--- src/rtl/mult_div_pkg.sv ---
// Shared definitions for the ALU MULT/DIV path.
// Holds the default width, the FSM state encoding and counter sizing.
package mult_div_pkg;

    localparam int WIDTH_DEF = 32;

    typedef enum logic [1:0] {
        IDLE = 2'd0,
        BUSY = 2'd1,
        DONE = 2'd2
    } state_t;

    // Bits needed to count 0..w-1; never narrower than one bit.
    function automatic int cnt_width(input int w);
        return (w > 1) ? $clog2(w) : 1;
    endfunction

endpackage

--- src/rtl/mult_booth_step.sv ---
// One radix-2 Booth iteration on the packed product register.
// Adds or subtracts M in the upper field, then shifts right arithmetically.
module mult_booth_step
    import mult_div_pkg::*;
#(
    parameter int WIDTH = WIDTH_DEF
) (
    input  logic [2*WIDTH+1:0] p,
    input  logic [WIDTH-1:0]   m,
    output logic [2*WIDTH+1:0] p_next
);

    logic [WIDTH:0] m_ext;
    logic [WIDTH:0] upper;
    logic [WIDTH:0] sum;

    // Booth recode on the low pair, then shift the whole register by one.
    always_comb begin
        m_ext = {m[WIDTH-1], m};
        upper = p[2*WIDTH+1:WIDTH+1];
        sum   = upper;
        unique case (p[1:0])
            2'b01:   sum = upper + m_ext;
            2'b10:   sum = upper - m_ext;
            default: sum = upper;
        endcase
        p_next = {sum[WIDTH], sum, p[WIDTH:1]};
    end

endmodule

--- src/rtl/mult.sv ---
// Iterative signed multiplier, one Booth step per clock.
// Same enable/ready/exception handshake as the iterative divider.
module mult
    import mult_div_pkg::*;
#(
    parameter int WIDTH = WIDTH_DEF
) (
    input  logic             clock,
    input  logic             reset,
    input  logic             enable,
    input  logic [WIDTH-1:0] multiplicand,
    input  logic [WIDTH-1:0] multiplier,
    output logic [WIDTH-1:0] result,
    output logic             ready,
    output logic             exception
);

    localparam int CW = cnt_width(WIDTH);
    localparam logic [CW-1:0] LAST = CW'(WIDTH - 1);

    state_t state;
    state_t next_state;

    logic [2*WIDTH+1:0] p;
    logic [2*WIDTH+1:0] p_next;
    logic [WIDTH-1:0]   m_reg;
    logic [CW-1:0]      counter;
    logic [WIDTH:0]     high;

    logic load;
    logic step_en;
    logic finish;

    mult_booth_step #(
        .WIDTH (WIDTH)
    ) u_step (
        .p      (p),
        .m      (m_reg),
        .p_next (p_next)
    );

    // Sign bit of the low word plus everything above it; all equal means it fits.
    assign high  = p_next[2*WIDTH:WIDTH];
    assign ready = (state == DONE);

    // State register.
    always_ff @(posedge clock or posedge reset) begin
        if (reset) begin
            state <= IDLE;
        end else begin
            state <= next_state;
        end
    end

    // Next state and datapath controls; starts are only taken outside BUSY.
    always_comb begin
        next_state = state;
        load       = 1'b0;
        step_en    = 1'b0;
        finish     = 1'b0;
        unique case (state)
            IDLE: begin
                if (enable) begin
                    load       = 1'b1;
                    next_state = BUSY;
                end
            end
            BUSY: begin
                step_en = 1'b1;
                if (counter == LAST) begin
                    finish     = 1'b1;
                    next_state = DONE;
                end
            end
            DONE: begin
                if (enable) begin
                    load       = 1'b1;
                    next_state = BUSY;
                end else begin
                    next_state = IDLE;
                end
            end
            default: begin
                next_state = IDLE;
            end
        endcase
    end

    // Operand latch, product iteration and step counter.
    always_ff @(posedge clock or posedge reset) begin
        if (reset) begin
            p       <= '0;
            m_reg   <= '0;
            counter <= '0;
        end else if (load) begin
            m_reg   <= multiplicand;
            p       <= {{(WIDTH + 1){1'b0}}, multiplier, 1'b0};
            counter <= '0;
        end else if (step_en) begin
            p       <= p_next;
            counter <= counter + CW'(1);
        end
    end

    // Outputs change only on the final step and hold until the next one.
    always_ff @(posedge clock or posedge reset) begin
        if (reset) begin
            result    <= '0;
            exception <= 1'b0;
        end else if (finish) begin
            result    <= p_next[WIDTH:1];
            exception <= ~((&high) | ~(|high));
        end
    end

endmodule

--- config.mk ---
export PLATFORM = sky130hd
export DESIGN_NAME = mult
export DESIGN_NICKNAME = d
export VERILOG_FILES = /design/src/rtl/mult_div_pkg.sv /design/src/rtl/mult_booth_step.sv /design/src/rtl/mult.sv
export SDC_FILE = /design/constraint.sdc
export NUM_CORES = 1
export LEC_CHECK = 0
export ABC_AREA = 1
export CORE_MARGIN = 5
export CORE_UTILIZATION = 52
export CTS_CLUSTER_SIZE = 16
export DETAILED_ROUTE_END_ITERATION = 6
export GPL_TIMING_DRIVEN = 1
export MAX_ROUTING_LAYER = met4
export PLACE_DENSITY = 0.85
export SLEW_MARGIN = 20
export SYNTH_ARGS = -nofsm -noshare
export SYNTH_HDL_FRONTEND = slang
export SYNTH_SLANG_ARGS = --single-unit
export TNS_END_PERCENT = 30
--- constraint.sdc ---
create_clock -name clock -period 4.1 [get_ports clock]
set_input_delay 0.41 -clock clock [delete_from_list [all_inputs] [get_ports clock]]
set_output_delay 0.41 -clock clock [all_outputs]
set_load 0.005 [all_outputs]
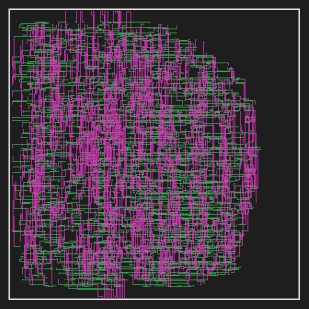
**Above:** wiring by layer.
(2 px per µm) Only two layers are drawn.
Key: met1 = green [wire length 11600 µm]; met2 = magenta [wire length 13100 µm]
DR WL/cell: 16.10 µm
gr usage total: 27.54%

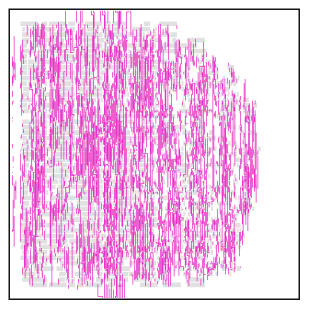
**Above:** metal 2.
(2 px per µm) Cells faint in the background.
The wires run mostly vertical. The layer holds 47% of the routed length. The longest straight run is 66.5 µm. 1294 nets have wire on it.

==> Slide: Implementation Results <==
Synthesis and Place & Route Summary

Detailed routing
  • Post-DR vias/cell: 5.440
  • DR pass1 iterations: 7
  • WL met2: 13100 µm

Die
  • Tap Count: 229
  • Die Span X: 144.3 µm

STA
  • Setup violations, final: 0
  • Final Max Slew Viols: 0
  • Fin Setup TNS: 0 ns
  • Final min period: 3.928 ns
  • Slew headroom: 26.77%
  • Hold_ws: 0.4767 ns

Cells and area
  • Biggest Area Class: combinational gates
  • Buffers, non-clock: 122
  • Proportion of cell area spent on the clock network: 5.505%
  • Sequential share of cell area: 29.81%
  • Logic share of the area: 43.85%
  • Finished Cell Area: 11500 µm²

Worst setup path
  • Slowest library cell on the worst path: dfrtp_1
  • Most frequent CP cell: nand3_1
  • Register-to-Register Path Depth: 25
  • Element type at the critical path end: flip-flop
  • CP required: 4.40 ns

Synth
  • YS warnings: 0
  • Top area contributor share: 36.58%
  • Seq share, synth: 36.58%
  • Dominant comb cell: simple AND/OR/NAND/NOR gates
  • Top cells by count: 454 x nand2_1, 243 x inv_1, 137 x dfrtp_1, 91 x nand3_1, 87 x nor2_1
  • Ys async rst share: 100.0%
  • Yosys top cell by area: dfrtp_1
  • Synth top cell by count: nand2_1

Place
  • Placer Congestion: 1.015
  • DP Worst Slack: 0.1816 ns
  • DP Cell Count: 1682

GRT
  • Met1 Usage GRT: 35.81%

Worst hold path
  • Hold WC Path Type: flip-flop to flip-flop

Flow run
  • Count of tool warnings: 26

Run status
  • Status: complete, no violations

Clocking
  • Clock Sinks: 137
